File: src/rtl/keypad_cmd.sv
// 4x4 matrix keypad scanner: synchronizes rows, debounces a press, emits one calculator
// command per key press when the calculator is not busy, then waits for a debounced release.
module keypad_cmd #(
   parameter int unsigned SCAN_DIV = 1000,
   parameter int unsigned DEBOUNCE = 4
) (
   input  logic       clock,
   input  logic       reset,
   input  logic [3:0] rows,
   input  logic [1:0] status,
   output logic [3:0] cols,
   output logic [3:0] cmd
);

   localparam int unsigned DivW = (SCAN_DIV > 1) ? $clog2(SCAN_DIV) : 1;
   localparam int unsigned DebW = $clog2(DEBOUNCE + 1);
   localparam logic [DivW-1:0] DivLast = DivW'(SCAN_DIV - 1);
   localparam logic [DebW-1:0] DebDone = DebW'(DEBOUNCE);

   typedef enum logic [1:0] {
      StScan,
      StDebounce,
      StEmit,
      StRelease
   } state_e;

   state_e          state;
   logic [3:0]      rows_meta;
   logic [3:0]      rows_sync;
   logic [DivW-1:0] div_cnt;
   logic [DebW-1:0] deb_cnt;
   logic [1:0]      col_idx;
   logic [1:0]      row_idx;
   logic [1:0]      low_row;
   logic            tick;
   logic            row_low;

   function automatic logic [3:0] col_drive(input logic [1:0] idx);
      col_drive = ~(4'b0001 << idx);
   endfunction

   // The # key (row 3, col 2) falls through to the idle code, so it never emits.
   function automatic logic [3:0] key_code(input logic [1:0] r, input logic [1:0] c);
      case ({r, c})
         4'h0:    key_code = 4'h1;
         4'h1:    key_code = 4'h2;
         4'h2:    key_code = 4'h3;
         4'h3:    key_code = 4'hA;
         4'h4:    key_code = 4'h4;
         4'h5:    key_code = 4'h5;
         4'h6:    key_code = 4'h6;
         4'h7:    key_code = 4'hB;
         4'h8:    key_code = 4'h7;
         4'h9:    key_code = 4'h8;
         4'hA:    key_code = 4'h9;
         4'hB:    key_code = 4'hC;
         4'hC:    key_code = 4'hE;
         4'hD:    key_code = 4'h0;
         4'hF:    key_code = 4'hD;
         default: key_code = 4'hF;
      endcase
   endfunction

   assign tick    = (div_cnt == DivLast);
   assign row_low = ~rows_sync[row_idx];

   // Row 0 wins when several rows are low in the same column.
   always_comb begin
      low_row = 2'd0;
      for (int i = 3; i >= 0; i--) begin
         if (!rows_sync[i]) low_row = 2'(i);
      end
   end

   always_ff @(posedge clock) begin
      if (reset) begin
         state     <= StScan;
         rows_meta <= 4'hF;
         rows_sync <= 4'hF;
         div_cnt   <= '0;
         deb_cnt   <= '0;
         col_idx   <= 2'd0;
         row_idx   <= 2'd0;
         cols      <= 4'b1110;
         cmd       <= 4'hF;
      end else begin
         rows_meta <= rows;
         rows_sync <= rows_meta;
         div_cnt   <= tick ? '0 : div_cnt + 1'b1;
         cmd       <= 4'hF;
         unique case (state)
            StScan: begin
               if (tick) begin
                  if (rows_sync != 4'hF) begin
                     row_idx <= low_row;
                     deb_cnt <= DebW'(1);
                     state   <= StDebounce;
                  end else begin
                     col_idx <= col_idx + 2'd1;
                     cols    <= col_drive(col_idx + 2'd1);
                  end
               end
            end
            StDebounce: begin
               if (deb_cnt == DebDone) begin
                  deb_cnt <= '0;
                  state   <= StEmit;
               end else if (tick) begin
                  if (row_low) begin
                     deb_cnt <= deb_cnt + 1'b1;
                  end else begin
                     deb_cnt <= '0;
                     col_idx <= col_idx + 2'd1;
                     cols    <= col_drive(col_idx + 2'd1);
                     state   <= StScan;
                  end
               end
            end
            StEmit: begin
               if (status != 2'b01) begin
                  cmd   <= key_code(row_idx, col_idx);
                  state <= StRelease;
               end
            end
            StRelease: begin
               if (tick) begin
                  if (!row_low) begin
                     if (deb_cnt + 1'b1 == DebDone) begin
                        deb_cnt <= '0;
                        col_idx <= col_idx + 2'd1;
                        cols    <= col_drive(col_idx + 2'd1);
                        state   <= StScan;
                     end else begin
                        deb_cnt <= deb_cnt + 1'b1;
                     end
                  end else begin
                     deb_cnt <= '0;
                  end
               end
            end
            default: state <= StScan;
         endcase
      end
   end

endmodule
File: config.mk
export PLATFORM = sky130hd
export DESIGN_NAME = keypad_cmd
export DESIGN_NICKNAME = d
export VERILOG_FILES = /design/src/rtl/keypad_cmd.sv
export SDC_FILE = /design/constraint.sdc
export NUM_CORES = 1
export LEC_CHECK = 0
export ABC_AREA = 1
export CAP_MARGIN = 25
export CORE_MARGIN = 1
export CORE_UTILIZATION = 40
export CTS_CLUSTER_DIAMETER = 60
export CTS_CLUSTER_SIZE = 16
export DETAILED_ROUTE_END_ITERATION = 8
export SYNTH_ARGS = -nofsm -noshare
export SYNTH_HDL_FRONTEND = slang
export SYNTH_SLANG_ARGS = --single-unit
export TNS_END_PERCENT = 20
File: constraint.sdc
create_clock -name clock -period 1.6 [get_ports clock]
set_clock_uncertainty 0.1 [all_clocks]
set_input_delay 0.16 -clock clock [delete_from_list [all_inputs] [get_ports clock]]
set_output_delay 0.16 -clock clock [all_outputs]
set_load 0.02 [all_outputs]
==> Changelog: implementation <==
### Metrics

* Diodes inserted at 0
* Final hold vios at 0
* Area share, top type at 38.3%
* ANT nets after route at 0
* Synth area leader: dfxtp_1
* Clock Path Buffers at 2
* Vias per cell at 4.71
* Slew @ Worst Pin at 260 ps
* Tmin final at 1560 ps
* FF-to-FF setup slack at 40 ps
* #FFs+latches synth at 35
* Worst hold path class: reg2reg
* Sw frac at 20.9%
* TritonCTS buffer count at 5
* RR Endpoint: col_idx[0]
* Worst VDD drop at 0.000558 V
* Status: finished, final reports clean
* Buffering overhead at 13.6%
* Largest Register: div_cnt
* Synth Seq Share at 38.3%
* Largest net degree at the start of global routing at 13
* Layout cells sized above 1 at 31.2%
* GR Util met1 at 19.4%
* Clkbuf count at 6
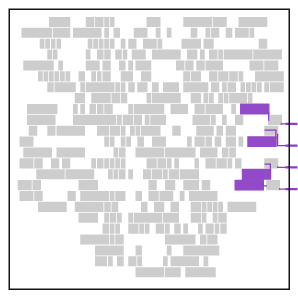
(images/port_nets.png)
(4 px per um)
colour	port	direction	edge	end cells	buffers	wire
purple	`cmd`	output	right	4	4	23.7 um
count of input and output buffers: 15
total I/O pin count: 16

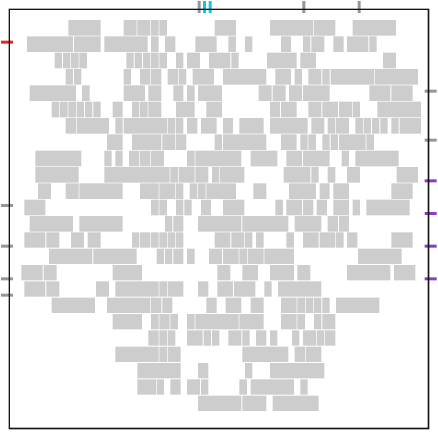
(images/pins.png)
(6 px per um) Pins as bars across the die edge, other pins in grey.
colour	port	pins	direction	edge
purple	`cmd`	4	output	right
cyan	`status`	2	input	top
red	`clock`	1	input	left
Die Ht: 69.6 um
Die X: 69.6 um

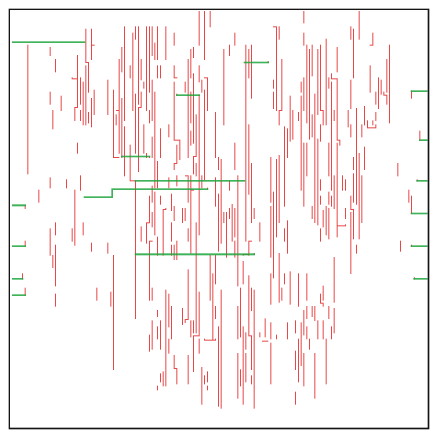
(images/metal_stack.png)
(6 px per um) Two of the layers only.
colour	layer	wire length
red	met2	1,770 um
green	met3	104 um
GRT Util Overall: 15.8%
Post-Route WL: 3670 um

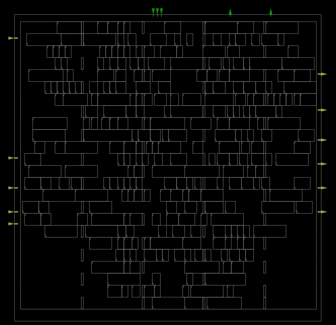
(images/final_placement.png)
final core utilization: 55.0%
non-filler instance count after layout: 344
cell row count: 24
Layout fillers: 418
well tap count: 52

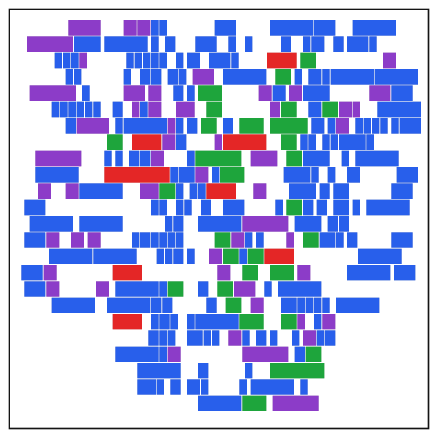
(images/drive_strength.png)
(6 px per um)
colour	size	cells	share	most used
blue	drive 1 or less	201	69%	nand2_1
purple	drive 2	53	18%	nand2_2
green	drive 3 to 4	30	10%	buf_4
red	drive 6 and up	8	2.7%	clkbuf_8
Signal buffers: 37
Layout Area Growth over Synthesis: 31.9%
Final Cell Area: 0.00241 sq mm

